Figure 1. Power grid (run 1).
Scale: 4 px per um. Pins as bars on the die edge.
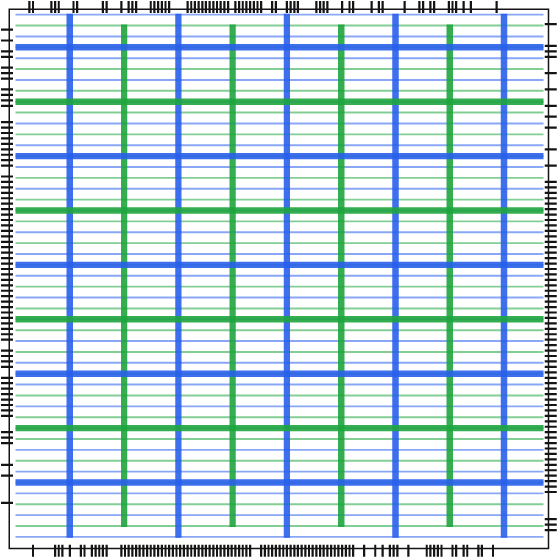
Figure 2. Cell sizes after repair (run 1).
Scale: 2 px per um.
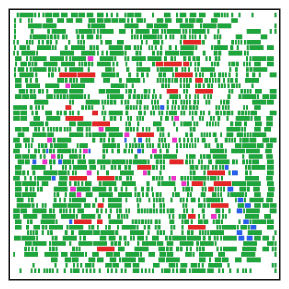
Figure 3. Cell placement (run 1).
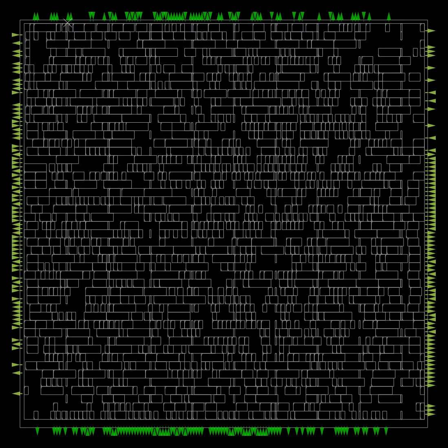
File: config.mk
export PLATFORM = sky130hd
export DESIGN_NAME = load_store_unit_flat
export DESIGN_NICKNAME = d
export VERILOG_FILES = /design/src/rtl/lsu_pkg.sv /design/src/rtl/load_store_unit_if.sv /design/src/rtl/lsu_lane_align.sv /design/src/rtl/load_store_unit.sv /design/src/flat_wrapper.sv
export SDC_FILE = /design/constraint.sdc
export NUM_CORES = 1
export LEC_CHECK = 0
export ABC_AREA = 1
export CAP_MARGIN = 20
export CORE_UTILIZATION = 49
export DETAILED_ROUTE_END_ITERATION = 16
export PLACE_DENSITY_LB_ADDON = 0.05
export SYNTH_ARGS = -nofsm -noshare
export SYNTH_HDL_FRONTEND = slang
export SYNTH_SLANG_ARGS = --single-unit
File: constraint.sdc
create_clock -name clk -period 3.5 [get_ports clk]
set_input_delay 0.7 -clock clk [delete_from_list [all_inputs] [get_ports clk]]
set_output_delay 0.7 -clock clk [all_outputs]
set_load 0.01 [all_outputs]
File: src/rtl/lsu_pkg.sv
// Shared types and constants for the load/store unit.
package lsu_pkg;

  localparam int unsigned ADDR_W = 32;
  localparam int unsigned DATA_W = 32;

  localparam logic [1:0] SZ_BYTE = 2'b00;
  localparam logic [1:0] SZ_HALF = 2'b01;
  localparam logic [1:0] SZ_WORD = 2'b10;
  localparam logic [1:0] SZ_RSVD = 2'b11;

  typedef enum logic [1:0] {
    ST_IDLE = 2'b00,
    ST_RD   = 2'b01,
    ST_WR   = 2'b10,
    ST_RESP = 2'b11
  } state_e;

  // Request fields held for the duration of one transaction.
  typedef struct packed {
    logic              we;
    logic [1:0]        size;
    logic              uns;
    logic [ADDR_W-1:0] addr;
    logic [DATA_W-1:0] wdata;
  } req_t;

  // Misaligned halfword/word or reserved size code.
  function automatic logic access_err(input logic [1:0] size, input logic [1:0] addr_lo);
    logic err;
    case (size)
      SZ_BYTE: err = 1'b0;
      SZ_HALF: err = addr_lo[0];
      SZ_WORD: err = (addr_lo != 2'b00);
      default: err = 1'b1;
    endcase
    return err;
  endfunction

endpackage

File: src/rtl/load_store_unit_if.sv
// Request/response handshake between the memory stage and the load/store unit.
interface load_store_unit_if;
  import lsu_pkg::*;

  logic              req_valid;
  logic              req_ready;
  logic              req_we;
  logic [1:0]        req_size;
  logic              req_unsigned;
  logic [ADDR_W-1:0] req_addr;
  logic [DATA_W-1:0] req_wdata;
  logic              rsp_valid;
  logic [DATA_W-1:0] rsp_rdata;
  logic              rsp_err;

  modport master (
    output req_valid, req_we, req_size, req_unsigned, req_addr, req_wdata,
    input  req_ready, rsp_valid, rsp_rdata, rsp_err
  );

  modport slave (
    input  req_valid, req_we, req_size, req_unsigned, req_addr, req_wdata,
    output req_ready, rsp_valid, rsp_rdata, rsp_err
  );

endinterface

File: src/rtl/lsu_lane_align.sv
// Combinational byte-lane logic: load extract/extend and store lane merge.
module lsu_lane_align
  import lsu_pkg::*;
(
  input  logic [DATA_W-1:0] word_i,
  input  logic [1:0]        addr_lo_i,
  input  logic [1:0]        size_i,
  input  logic              uns_i,
  input  logic [DATA_W-1:0] wdata_i,
  output logic [DATA_W-1:0] ld_data_c_o,
  output logic [DATA_W-1:0] st_word_c_o
);

  logic [7:0]  byte_c;
  logic [15:0] half_c;

  // Pick the addressed lane(s) of the fetched word.
  always_comb begin
    byte_c = word_i[{addr_lo_i, 3'b000} +: 8];
    half_c = addr_lo_i[1] ? word_i[31:16] : word_i[15:0];
  end

  // Load data: extend the selected byte/half; words pass through.
  always_comb begin
    ld_data_c_o = word_i;
    case (size_i)
      SZ_BYTE: ld_data_c_o = uns_i ? {24'd0, byte_c} : {{24{byte_c[7]}}, byte_c};
      SZ_HALF: ld_data_c_o = uns_i ? {16'd0, half_c} : {{16{half_c[15]}}, half_c};
      default: ld_data_c_o = word_i;
    endcase
  end

  // Store data: replace only the addressed lane(s) of the fetched word.
  always_comb begin
    st_word_c_o = word_i;
    case (size_i)
      SZ_BYTE: st_word_c_o[{addr_lo_i, 3'b000} +: 8] = wdata_i[7:0];
      SZ_HALF: begin
        if (addr_lo_i[1]) st_word_c_o[31:16] = wdata_i[15:0];
        else              st_word_c_o[15:0]  = wdata_i[15:0];
      end
      SZ_WORD: st_word_c_o = wdata_i;
      default: st_word_c_o = word_i;
    endcase
  end

endmodule

File: src/rtl/load_store_unit.sv
// Load/store unit for a 256x32 word-addressed bank; sub-word stores via read-modify-write.
// Optional build macro LSU_STATS_EN adds load/store/error response counters.
module load_store_unit
  import lsu_pkg::*;
(
  input  logic              clk,
  input  logic              rst,
  load_store_unit_if.slave  bus,
  output logic              mem_read,
  output logic              mem_write,
  output logic [ADDR_W-1:0] mem_addr,
  output logic [DATA_W-1:0] mem_wdata,
  input  logic [DATA_W-1:0] mem_rdata,
  output logic [31:0]       stat_loads,
  output logic [31:0]       stat_stores,
  output logic [31:0]       stat_errs
);

  state_e            state_q, state_d;
  req_t              req_q;
  logic              accept_c, acc_err_c;
  logic [DATA_W-1:0] ld_data_c, st_word_c;
  logic [ADDR_W-1:0] addr_base_c;

  logic              req_ready_q, req_ready_d;
  logic              rsp_valid_q, rsp_valid_d;
  logic              rsp_err_q, rsp_err_d;
  logic [DATA_W-1:0] rsp_rdata_q, rsp_rdata_d;
  logic              mem_read_q, mem_read_d;
  logic              mem_write_q, mem_write_d;
  logic [ADDR_W-1:0] mem_addr_q, mem_addr_d;
  logic [DATA_W-1:0] mem_wdata_q, mem_wdata_d;

  assign accept_c  = bus.req_valid && req_ready_q;
  assign acc_err_c = access_err(bus.req_size, bus.req_addr[1:0]);

  lsu_lane_align u_align (
    .word_i      (mem_rdata),
    .addr_lo_i   (req_q.addr[1:0]),
    .size_i      (req_q.size),
    .uns_i       (req_q.uns),
    .wdata_i     (req_q.wdata),
    .ld_data_c_o (ld_data_c),
    .st_word_c_o (st_word_c)
  );

  // State register.
  always_ff @(posedge clk) begin
    if (rst) state_q <= ST_IDLE;
    else     state_q <= state_d;
  end

  // Capture the request on the accept edge.
  always_ff @(posedge clk) begin
    if (rst) begin
      req_q <= '0;
    end else if (accept_c) begin
      req_q.we    <= bus.req_we;
      req_q.size  <= bus.req_size;
      req_q.uns   <= bus.req_unsigned;
      req_q.addr  <= bus.req_addr;
      req_q.wdata <= bus.req_wdata;
    end
  end

  // Next state: errors skip memory, word stores skip the read.
  always_comb begin
    state_d = state_q;
    case (state_q)
      ST_IDLE: begin
        if (accept_c) begin
          if (acc_err_c)                  state_d = ST_RESP;
          else if (!bus.req_we)           state_d = ST_RD;
          else if (bus.req_size == SZ_WORD) state_d = ST_WR;
          else                            state_d = ST_RD;
        end
      end
      ST_RD:   state_d = req_q.we ? ST_WR : ST_RESP;
      ST_WR:   state_d = ST_RESP;
      ST_RESP: state_d = ST_IDLE;
      default: state_d = ST_IDLE;
    endcase
  end

  // Output values for the state being entered, so outputs register with the state.
  always_comb begin
    req_ready_d = (state_d == ST_IDLE);
    mem_read_d  = (state_d == ST_RD);
    mem_write_d = (state_d == ST_WR);
    rsp_valid_d = (state_d == ST_RESP);
    rsp_err_d   = (state_d == ST_RESP) && (state_q == ST_IDLE);
    rsp_rdata_d = '0;
    mem_addr_d  = '0;
    mem_wdata_d = '0;
    addr_base_c = (state_q == ST_IDLE) ? bus.req_addr : req_q.addr;
    if (mem_read_d || mem_write_d) begin
      mem_addr_d = {addr_base_c[ADDR_W-1:2], 2'b00};
    end
    if (mem_write_d) begin
      mem_wdata_d = (state_q == ST_IDLE) ? bus.req_wdata : st_word_c;
    end
    if ((state_q == ST_RD) && (state_d == ST_RESP)) begin
      rsp_rdata_d = ld_data_c;
    end
  end

  // Output registers.
  always_ff @(posedge clk) begin
    if (rst) begin
      req_ready_q <= 1'b1;
      rsp_valid_q <= 1'b0;
      rsp_err_q   <= 1'b0;
      rsp_rdata_q <= '0;
      mem_read_q  <= 1'b0;
      mem_write_q <= 1'b0;
      mem_addr_q  <= '0;
      mem_wdata_q <= '0;
    end else begin
      req_ready_q <= req_ready_d;
      rsp_valid_q <= rsp_valid_d;
      rsp_err_q   <= rsp_err_d;
      rsp_rdata_q <= rsp_rdata_d;
      mem_read_q  <= mem_read_d;
      mem_write_q <= mem_write_d;
      mem_addr_q  <= mem_addr_d;
      mem_wdata_q <= mem_wdata_d;
    end
  end

  assign bus.req_ready = req_ready_q;
  assign bus.rsp_valid = rsp_valid_q;
  assign bus.rsp_err   = rsp_err_q;
  assign bus.rsp_rdata = rsp_rdata_q;
  assign mem_read      = mem_read_q;
  assign mem_write     = mem_write_q;
  assign mem_addr      = mem_addr_q;
  assign mem_wdata     = mem_wdata_q;

`ifdef LSU_STATS_EN
  logic [31:0] stat_loads_q, stat_stores_q, stat_errs_q;

  // Count each response by type while it is presented.
  always_ff @(posedge clk) begin
    if (rst) begin
      stat_loads_q  <= '0;
      stat_stores_q <= '0;
      stat_errs_q   <= '0;
    end else if (state_q == ST_RESP) begin
      if (rsp_err_q)     stat_errs_q   <= stat_errs_q + 32'd1;
      else if (req_q.we) stat_stores_q <= stat_stores_q + 32'd1;
      else               stat_loads_q  <= stat_loads_q + 32'd1;
    end
  end

  assign stat_loads  = stat_loads_q;
  assign stat_stores = stat_stores_q;
  assign stat_errs   = stat_errs_q;
`else
  assign stat_loads  = 32'd0;
  assign stat_stores = 32'd0;
  assign stat_errs   = 32'd0;
`endif

endmodule

File: src/flat_wrapper.sv
// flat-port wrapper written by rule: the top's interface ports become plain ports
module load_store_unit_flat import lsu_pkg::*;
  (clk, rst, mem_read, mem_write, mem_addr, mem_wdata, mem_rdata, stat_loads, stat_stores, stat_errs, bus_req_valid, bus_req_we, bus_req_size, bus_req_unsigned, bus_req_addr, bus_req_wdata, bus_req_ready, bus_rsp_valid, bus_rsp_rdata, bus_rsp_err);
  load_store_unit_if bus_i ();
  input  logic clk;
  input  logic rst;
  output logic mem_read;
  output logic mem_write;
  output logic [ADDR_W-1:0] mem_addr;
  output logic [DATA_W-1:0] mem_wdata;
  input  logic [DATA_W-1:0] mem_rdata;
  output logic [31:0] stat_loads;
  output logic [31:0] stat_stores;
  output logic [31:0] stat_errs;
  input wire logic [$bits(bus_i.req_valid)-1:0] bus_req_valid;
  input wire logic [$bits(bus_i.req_we)-1:0] bus_req_we;
  input wire logic [$bits(bus_i.req_size)-1:0] bus_req_size;
  input wire logic [$bits(bus_i.req_unsigned)-1:0] bus_req_unsigned;
  input wire logic [$bits(bus_i.req_addr)-1:0] bus_req_addr;
  input wire logic [$bits(bus_i.req_wdata)-1:0] bus_req_wdata;
  output wire logic [$bits(bus_i.req_ready)-1:0] bus_req_ready;
  output wire logic [$bits(bus_i.rsp_valid)-1:0] bus_rsp_valid;
  output wire logic [$bits(bus_i.rsp_rdata)-1:0] bus_rsp_rdata;
  output wire logic [$bits(bus_i.rsp_err)-1:0] bus_rsp_err;
  assign bus_i.req_valid = bus_req_valid;
  assign bus_i.req_we = bus_req_we;
  assign bus_i.req_size = bus_req_size;
  assign bus_i.req_unsigned = bus_req_unsigned;
  assign bus_i.req_addr = bus_req_addr;
  assign bus_i.req_wdata = bus_req_wdata;
  assign bus_req_ready = bus_i.req_ready;
  assign bus_rsp_valid = bus_i.rsp_valid;
  assign bus_rsp_rdata = bus_i.rsp_rdata;
  assign bus_rsp_err = bus_i.rsp_err;
  load_store_unit u_core (.clk(clk), .rst(rst), .bus(bus_i), .mem_read(mem_read), .mem_write(mem_write), .mem_addr(mem_addr), .mem_wdata(mem_wdata), .mem_rdata(mem_rdata), .stat_loads(stat_loads), .stat_stores(stat_stores), .stat_errs(stat_errs));
endmodule
==> impl_metrics.json, run 1 <==
{
  "post_cts.repair.setup_buffers": 0,
  "cts_hold_buf": 0,
  "dpl.cell_count": 1651,
  "drv_slew": 0,
  "cts.clk_slew.worst_paths_ps": 70,
  "worstPathMaxFanout": 30,
  "max_cap_violation_count": 0,
  "largest_net_degree_at_the_start_of_global_routing": 70,
  "syn-instance-count": 1280,
  "ios": 300,
  "max-slew-margin-rel_pct": 49.2,
  "violations": "DRC",
  "crit_path_drt_ps": 3860,
  "synth-simple-area-share_pct": 28.1,
  "cp-end-kind": "register",
  "synth-compound-area-share_pct": 14.7,
  "powerDensity_mw_per_mm2": 648,
  "antenna_left": 0,
  "core_area_mm2": 0.0172,
  "timing.reg2reg.setup_slack_ps": 1020,
  "hp-start": "u_core.req_q[28]",
  "synth_flops": 169,
  "critical_path_depth": 9,
  "critPathArrivalTime_ps": 2840,
  "openroad.warnings": 35,
  "wl_um": 24500,
  "number_of_antenna_violations_at_the_first_check_in_global_routing": 0,
  "top_cell_area_share_pct": 39.4,
  "post-place-ws_ps": 577,
  "post_synth_mux_area_share_pct": 0,
  "buffer_ports.inserted": 201,
  "finalClockSkew_ps": 9.97,
  "worstPathBufferInverterCount": 1,
  "synth-cells-yosys": 1280,
  "worstHoldEndpoint": "u_core.req_q[28]",
  "synth.cellmix.xorXnorShare_pct": 0,
  "detailroute.via_count": 8396,
  "report.final.hold_viol_count": 0,
  "timing.setup.tns_ps": 0,
  "whs_ps": 453,
  "first_global_vias": 7516,
  "critical_path_class": "input pin to register",
  "worst_ir_drop_vdd_mv": 0.496,
  "rsz0062_at_grt": "no",
  "detailedRoute.firstIterationViolations": 610,
  "globalRouteTotalUtil_pct": 27.3,
  "insertion_delay_ps": 440,
  "final-instance-count-excl-fill": 1683,
  "yosysUniqueCellTypes": 29,
  "async_flop_share_pct": 0,
  "finalCoreUtilization_pct": 63.2,
  "cp-startpoint": "bus_req_size[1]",
  "min_path_type": "register to register",
  "setup_ws_ps": 1020,
  "post_detailed_route_drc_marker_count": 1,
  "chip_area_mm2": 0.0181,
  "die_w_um": 134,
  "run_status": "finished, violations left",
  "detail_route.vias_per_cell": 4.99,
  "seq_area_frac_synth_pct": 39.4,
  "clock_sink_count": 169,
  "final.fill_count": 1646,
  "tritoncts": "done",
  "topCombFamilyByArea": "simple AND/OR/NAND/NOR gates",
  "layout_top_cell_excl_fill_tap": "sky130_fd_sc_hd__nand2_1",
  "grt.overflow.total": 0,
  "setup_viol": 0,
  "cts-htree-levels": 4,
  "fin_crit_ps": 2480,
  "num_antenna_cells": 0
}
Back to the opening pictures, Figure 1:
| color | net |
|---|---|
| blue | VSS |
| green | VDD |
met1 rails: 49
signal pins: 300
rows: 48
met5 straps: 9
met4 straps: 9

Back to the opening pictures, Figure 2:
| color | size | cells | share | most used |
|---|---|---|---|---|
| blue | x2 | 21 | 1.4% | a21oi_2 |
| green | x1 and smaller | 1389 | 95% | nand2_1 |
| magenta | x3 and x4 | 18 | 1.2% | buf_4 |
| red | x6 and larger | 30 | 2.1% | clkbuf_16 |

Back to the opening pictures, Figure 3:
number of tap cells inserted: 225
number of standard-cell rows in the floorplan: 48

run 1: power by group:
group	internal, mW	switching [mW]	total [mW]
Combinational	1.02	1.71	2.73
Clock	0.949	0.884	1.83
Sequential	2.32	0.177	2.49
run 1: synth_stat cells (12+ instances only):
library cell	count
sky130_fd_sc_hd__nand2_1	365
sky130_fd_sc_hd__clkbuf_1	37
sky130_fd_sc_hd__dfxtp_1	169
sky130_fd_sc_hd__nand3_1	31
sky130_fd_sc_hd__buf_2	21
sky130_fd_sc_hd__inv_1	85
sky130_fd_sc_hd__nand4_1	21
sky130_fd_sc_hd__o21ai_0	96
sky130_fd_sc_hd__nor2_1	181
sky130_fd_sc_hd__ha_1	12
sky130_fd_sc_hd__buf_4	102
sky130_fd_sc_hd__a21oi_1	112
run 1: per-layer routing:
metal	track usage (%)	share of wire [%]	wire length [um]
met5	0	0	0
met4	11.4	2.9	720
met3	7.03	8.3	2040
met2	43.9	47	11500
met1	34.6	42	10300
run 1: worst register-to-register path: cells and delay by family (launching register included):
family / cells / cell delay (ps)
compound gates: 2 / 410
flops: 1 / 330
simple gates: 2 / 670
fa+ha+maj: 2 / 480
buf+inv: 3 / 500
run 1: registers in the layout (all words and copies together) (netlist names):
| register | count |
|---|---|
| u_core.mem_wdata | 32 |
| u_core.mem_write | 1 |
| u_core.bus.rsp_valid | 1 |
| u_core.mem_addr | 30 |
| u_core.state_q | 2 |
| u_core.mem_read | 1 |
| u_core.bus.rsp_rdata | 32 |
| u_core.bus.rsp_err | 1 |
| u_core.req_q | 68 |
| u_core.bus.req_ready | 1 |
run 1: cell type report:
type / count / share of cell area, %
clock buffers: 17 / 3.90
clock inverters: 15 / 1.38
inverters: 88 / 3.05
multi-input cells: 954 / 38.6
flip-flops and latches: 169 / 31.0
well taps: 225 / 2.58
repair buffers: 215 / 19.4
Figure 4. Wiring heat map (run 1).
Scale: 3 px per um. 27 x 27 tiles, from dark purple (low) to yellow (high), scaled to the fullest tile. Values are wire area over tile area, all layers added.
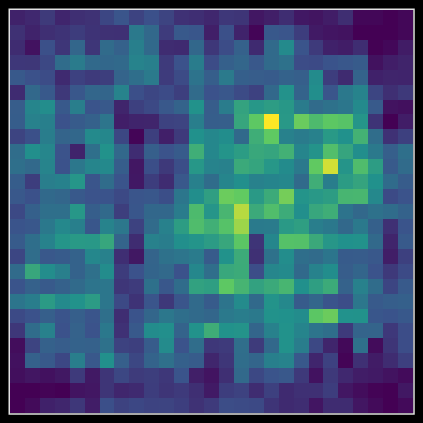

==> run 1 -> run 2 <==
--- a/config.mk
+++ b/config.mk
@@ -7,7 +7,7 @@
 export LEC_CHECK = 0
 export ABC_AREA = 1
 export CAP_MARGIN = 20
-export CORE_UTILIZATION = 49
+export CORE_UTILIZATION = 41
 export DETAILED_ROUTE_END_ITERATION = 16
 export PLACE_DENSITY_LB_ADDON = 0.05
 export SYNTH_ARGS = -nofsm -noshare
==> constraint.sdc (replaced) <==
create_clock -name clk -period 2.2 [get_ports clk]
set_input_delay 0.44 -clock clk [delete_from_list [all_inputs] [get_ports clk]]
set_output_delay 0.44 -clock clk [all_outputs]
set_load 0.01 [all_outputs]
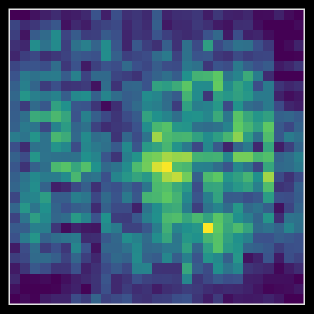
Figure 5: run 2, wiring heat map.
Scale: 2 px per um. 29 x 29 tiles, from dark purple (low) to yellow (high), scaled to the fullest tile. Values are wire area over tile area, all layers added.
nearly empty tiles: 3.7%
tiles over half the peak: 18%
mean over tiles: 0.20
densest ninth of the die: center
fullest tile: 0.62

==> run 2 against run 1 <==
Compared with the run above:
- the run now ends clean
- critical path depth grew 5
- sequential share of layout area down 1.1 points
- via count is 0.98% higher
- clock power is 63% higher
- final cell count increased by 4.5%
- combinational power is 74% higher
- critical path type is now register to register
- sequential power rose by 59%
- routed wire length is 7.5% higher
- worst setup slack worse by 810 ps
- largest cell class unchanged
==> impl_metrics.json, run 2 <==
{
  "run_status": "completed",
  "buffer_ports.inserted": 201,
  "yosysMostFrequentCell": "sky130_fd_sc_hd__nand2_1",
  "cts_hold_buf": 0,
  "fin_crit_ps": 1990,
  "yosysUniqueCellTypes": 29,
  "synth_flops": 169,
  "post-place-ws_ps": -298,
  "die_w_um": 147,
  "p_int_mw": 7.15,
  "top_cell_area_share_pct": 39.4,
  "timing.setup.tns_ps": 0,
  "finalCoreUtilization_pct": 55.4,
  "critPathArrivalTime_ps": 2320,
  "wl_um": 26300,
  "drv_slew": 0,
  "dpl.cell_count": 1724,
  "syn-instance-count": 1280,
  "tritoncts": "done",
  "largest_net_degree_at_the_start_of_global_routing": 61,
  "largest-register": "u_core.req_q",
  "floorplan.rows": 52,
  "p_seq_mw": 3.96,
  "async_flop_share_pct": 0,
  "detailroute.via_count": 8478,
  "synth-cells-yosys": 1280,
  "setup_ws_ps": 214,
  "max_cap_violation_count": 0,
  "seq_area_frac_synth_pct": 39.4,
  "report.final.hold_viol_count": 0,
  "power_frac_seq_pct": 33.9,
  "cts-htree-levels": 4,
  "combinational_power_mw": 4.76,
  "clkPwrFrac_pct": 25.5,
  "chip_area_mm2": 0.0215,
  "min_path_type": "register to register",
  "ios": 300,
  "power.combinational.fraction_pct": 40.6,
  "setup_viol": 0,
  "power_switching_share_pct": 39.0,
  "whs_ps": 453,
  "crit_path_drt_ps": 2530,
  "ys_top_cells_by_count": "sky130_fd_sc_hd__nand2_1, sky130_fd_sc_hd__nor2_1, sky130_fd_sc_hd__dfxtp_1",
  "detailedRoute.firstIterationViolations": 656,
  "worst_ir_drop_vdd_mv": 0.633,
  "num_antenna_cells": 0,
  "cp-startpoint": "u_core.state_q[1]",
  "cts.clk_slew.worst_paths_ps": 70,
  "flip_flop_count_of_the_largest_register_all_copies_and_words_added": 68,
  "final.fill_count": 2042,
  "detail_route.vias_per_cell": 4.82,
  "core_area_mm2": 0.0204,
  "antenna_left": 0,
  "hp-start": "u_core.req_q[30]",
  "finalClockSkew_ps": 12.3,
  "clock_net_power_mw": 2.99,
  "max-slew-margin-rel_pct": 54.7
}
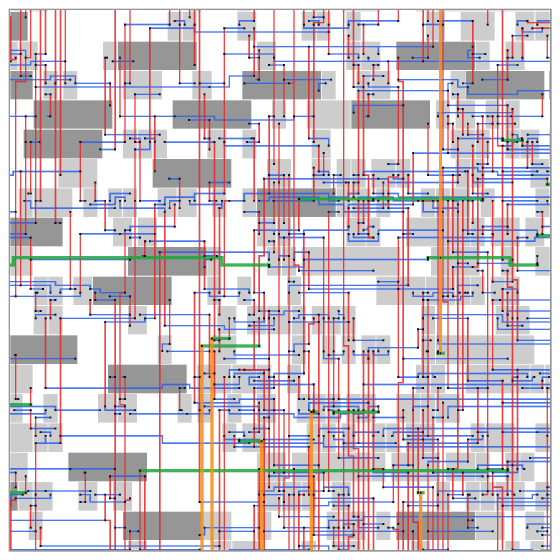
Figure 6: run 2, a small window of the routed layout.
Window x 48 to 98, y 78 to 128 um. Cells in gray, sequential cells in the stronger gray; small squares are vias.
| color | layer |
|---|---|
| red | M2 |
| orange | M4 |
| blue | M1 |
| green | M3 |
cells with their middle in the window: 207
sequential cells in the window: 18
netlist names of flops here include: u_core.req_q (14), u_core.mem_wdata (4)
most frequent: nand2_1 (57), nor2_1 (33), inv_1 (24)

==> run 2: cell counts after synthesis <==
Identical to the previous run, type by type.
==> run 2: area by class of cell <==
cell class,instances,area (um2),share of cell area [%]
Clock buffer,18,439,3.89
Tap cell,270,338,2.99
Multi-Input combinational cell,954,4220,37.4
Clock inverter,14,150,1.33
Inverter,88,339,3.00
Timing Repair inverter,1,5.00,0.0444
Timing Repair Buffer,245,2410,21.4
Sequential cell,169,3380,30.0
==> run 2: kinds of logic (layout without fill, tap and decap cells) <==
group,Yosys count,after routing,synth area share (%)
AOI/OAI and AO/OA,237,237,14.7
DFF,169,169,39.4
adders and majority gates,12,12,1.75
and+or+nand+nor,607,607,28.1
buffers and inverters,254,366,16.0
other,1,98,0.0436
==> run 2: final timing paths <==
| kind | end | slack (ps) |
|---|---|---|
| worst min-delay path | u_core.req_q[30] | 450 |
| worst max-delay path | u_core.bus.rsp_rdata[5] | 210 |
| worst min register to register | u_core.req_q[30] | 450 |
| worst max register to register | u_core.bus.rsp_rdata[5] | 210 |
==> run 2: layer usage <==
metal	GRT usage (%)	up-vias	part of all wire, %
met5	0	-	0
met2	39.5	318	47
met4	7.86	0	1.9
li1	-	4236	-
met1	31.4	3889	43
met3	6.40	35	8.4
==> run 2: timing repair <==
item / in CTS / in global routing
buffers inserted: 0 / 2
hold endpoints to repair: 0 / 0
gates resized: 0 / 9
setup endpoints to repair: 0 / 47
==> run 2: worst max-delay path: cells and delay by family, from the launching register on <==
family	cells	cell delay [ps]
compound gates	1	160
fa+ha+maj	2	400
buf+inv	6	580
flops	1	330
simple gates	5	410
==> run 2 -> run 3 <==
--- a/config.mk
+++ b/config.mk
@@ -8,6 +8,7 @@
 export ABC_AREA = 1
 export CAP_MARGIN = 20
 export CORE_UTILIZATION = 41
+export CTS_CLUSTER_SIZE = 25
 export DETAILED_ROUTE_END_ITERATION = 16
 export PLACE_DENSITY_LB_ADDON = 0.05
 export SYNTH_ARGS = -nofsm -noshare
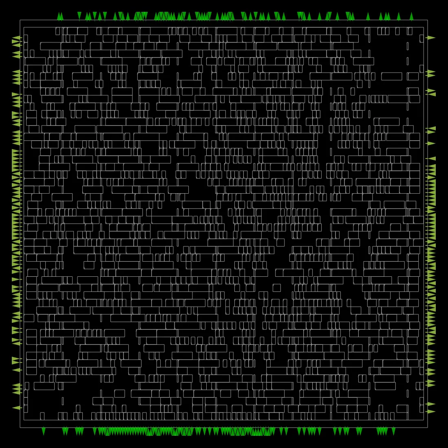
Figure 7: run 3, cell placement.
number of tap cells inserted: 270
number of standard-cell rows in the floorplan: 52

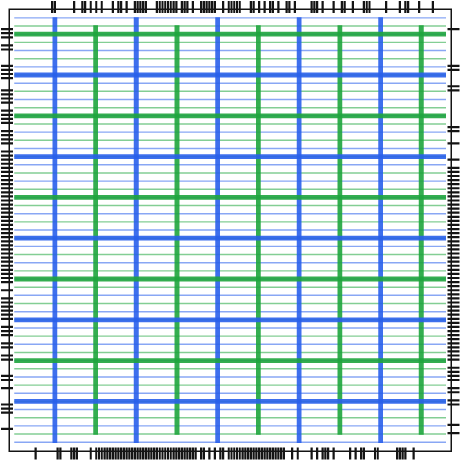
Figure 8: run 3, power grid.
Scale: 3 px per um. Pins as bars on the die edge.
| color | net |
|---|---|
| blue | VSS |
| green | VDD |
signal pins: 300
met1 rails: 53
met5 straps: 10

==> run 3 against run 2 <==
Compared with the run above:
- sequential cell count unchanged
- clock skew unchanged
- final cell count unchanged
- fmax is the same
- worst setup slack unchanged
- worst hold slack stayed put
- synthesized area did not move
- via count is the same
==> impl_metrics.json, run 3 <==
{
  "fin_crit_ps": 1990,
  "met2WireLength_um": 12200,
  "yosysUniqueCellTypes": 29,
  "detail_route.vias_per_cell": 4.82,
  "reg2reg_to": "u_core.bus.rsp_rdata[5]",
  "min_path_type": "register to register",
  "timing.reg2reg.setup_slack_ps": 210,
  "route.top_layer_used": "met4",
  "critical_path_depth": 14,
  "ios": 300,
  "gr-usage-met3_pct": 6.40,
  "ys_top_cells_by_count": "sky130_fd_sc_hd__nand2_1, sky130_fd_sc_hd__nor2_1, sky130_fd_sc_hd__dfxtp_1",
  "drv_slew": 0,
  "core_area_mm2": 0.0204,
  "max-slew-margin-rel_pct": 54.7,
  "cp-end-kind": "register",
  "max_cap_violation_count": 0,
  "yosysMostFrequentCell": "sky130_fd_sc_hd__nand2_1",
  "async_flop_share_pct": 0,
  "setup_viol": 0,
  "post-place-ws_ps": -298,
  "detailroute.via_count": 8478,
  "critPathArrivalTime_ps": 2320,
  "antenna_left": 0,
  "worst_path_largest_cell_delay_ps": 330,
  "crit_top_cell": "sky130_fd_sc_hd__inv_1",
  "crit_end": "u_core.bus.rsp_rdata[5]",
  "cts-htree-levels": 4,
  "route.layer.met1.wl_um": 11400,
  "synth.cell_area_mm2": 0.00860,
  "top_cell_area_share_pct": 39.4,
  "largest_net_degree_at_the_start_of_global_routing": 61,
  "finalClockSkew_ps": 12.3,
  "cts.clk_slew.worst_paths_ps": 70,
  "ys_dominant_reg_cell": "sky130_fd_sc_hd__dfxtp_1",
  "area_leaders": "sky130_fd_sc_hd__dfxtp_1, sky130_fd_sc_hd__nand2_1, sky130_fd_sc_hd__buf_4",
  "use_met1_pct": 31.4,
  "number_of_antenna_violations_at_the_first_check_in_global_routing": 0,
  "synth_flops": 169,
  "synth-cells-yosys": 1280,
  "worst_ir_drop_vdd_mv": 0.633,
  "globalRouteTotalUtil_pct": 24.4,
  "tritoncts": "done",
  "flip_flop_count_of_the_largest_register_all_copies_and_words_added": 68,
  "worstPathBufferInverterCount": 6,
  "grt.busiest_layer": "met2",
  "cts_max_path_buffers": 2,
  "wl_um": 26300,
  "timing.setup.tns_ps": 0,
  "slowest_stage": "sky130_fd_sc_hd__dfxtp_1",
  "run_status": "completed",
  "setup_ws_ps": 214,
  "chip_area_mm2": 0.0215,
  "largest-register": "u_core.req_q",
  "syn-instance-count": 1280,
  "die_w_um": 147,
  "dr_wl_met3_um": 2220,
  "report.final.hold_viol_count": 0,
  "num_antenna_cells": 0,
  "crit_path_drt_ps": 2530,
  "final.fill_count": 2042,
  "detailedRoute.firstIterationViolations": 656,
  "share_of_post_route_cells_with_drive_strength_above_1_pct": 7.05
}
-- run 3: cell counts in the layout (fill, tap and decap cells not counted) --
No cell type changed its count.
-- run 3: kinds of logic after synthesis --
group / synth area share (%)
flops: 39.4
simple gates: 28.1
fa+ha+maj: 1.75
buf+inv: 16.0
compound gates: 14.7
other cells: 0.0436
-- run 3: layout make-up --
cell class	instances	area (um2)	share of cell area, %
clock buffers	18	439	3.89
clock inverters	14	150	1.33
inverters	88	339	3.00
multi-input cells	954	4220	37.4
flip-flops and latches	169	3380	30.0
well taps	270	338	2.99
repair buffers	245	2410	21.4
repair inverters	1	5.00	0.0444
-- run 3: worst min path at each step --
stage / start / endpoint / slack (ps) / cells past startpoint
2_1_floorplan: u_core.req_q[19] / u_core.req_q[19] / 430 / 2
3_3_place_gp: u_core.req_q[24] / u_core.req_q[24] / 440 / 2
3_5_place_dp: u_core.req_q[19] / u_core.req_q[19] / 450 / 2
4_1_cts: u_core.req_q[19] / u_core.req_q[19] / 460 / 2
5_1_grt: u_core.req_q[30] / u_core.req_q[30] / 480 / 2
6_report: u_core.req_q[30] / u_core.req_q[30] / 450 / 2
-- run 3: what timing repair did --
action,CTS,global route
gates resized,0,9
setup buffers,0,2
hold buffers,0,0
setup endpoints to repair,0,47
-- run 3: per-stage QoR --
stage | hold slack [ps] | instance area, um2 | std cells | util, %
finish | 453 | 11300 | 1759 | 55.4
floorplan | 430 | 8960 | 1377 | -
CTS | 455 | 11200 | 1756 | 55.2
global route | 477 | 11300 | 1759 | 55.4
global placement | 442 | 10700 | 1724 | 52.3
detailed placement | 445 | 10700 | 1724 | 52.3
-- run 3: power by group --
part	internal (mW)	leakage, nW	switching [mW]
Combinational	1.91	3.40	2.85
Clock	1.55	0.291	1.44
Sequential	3.68	1.38	0.280
Power is estimated from default activity; no workload was simulated.
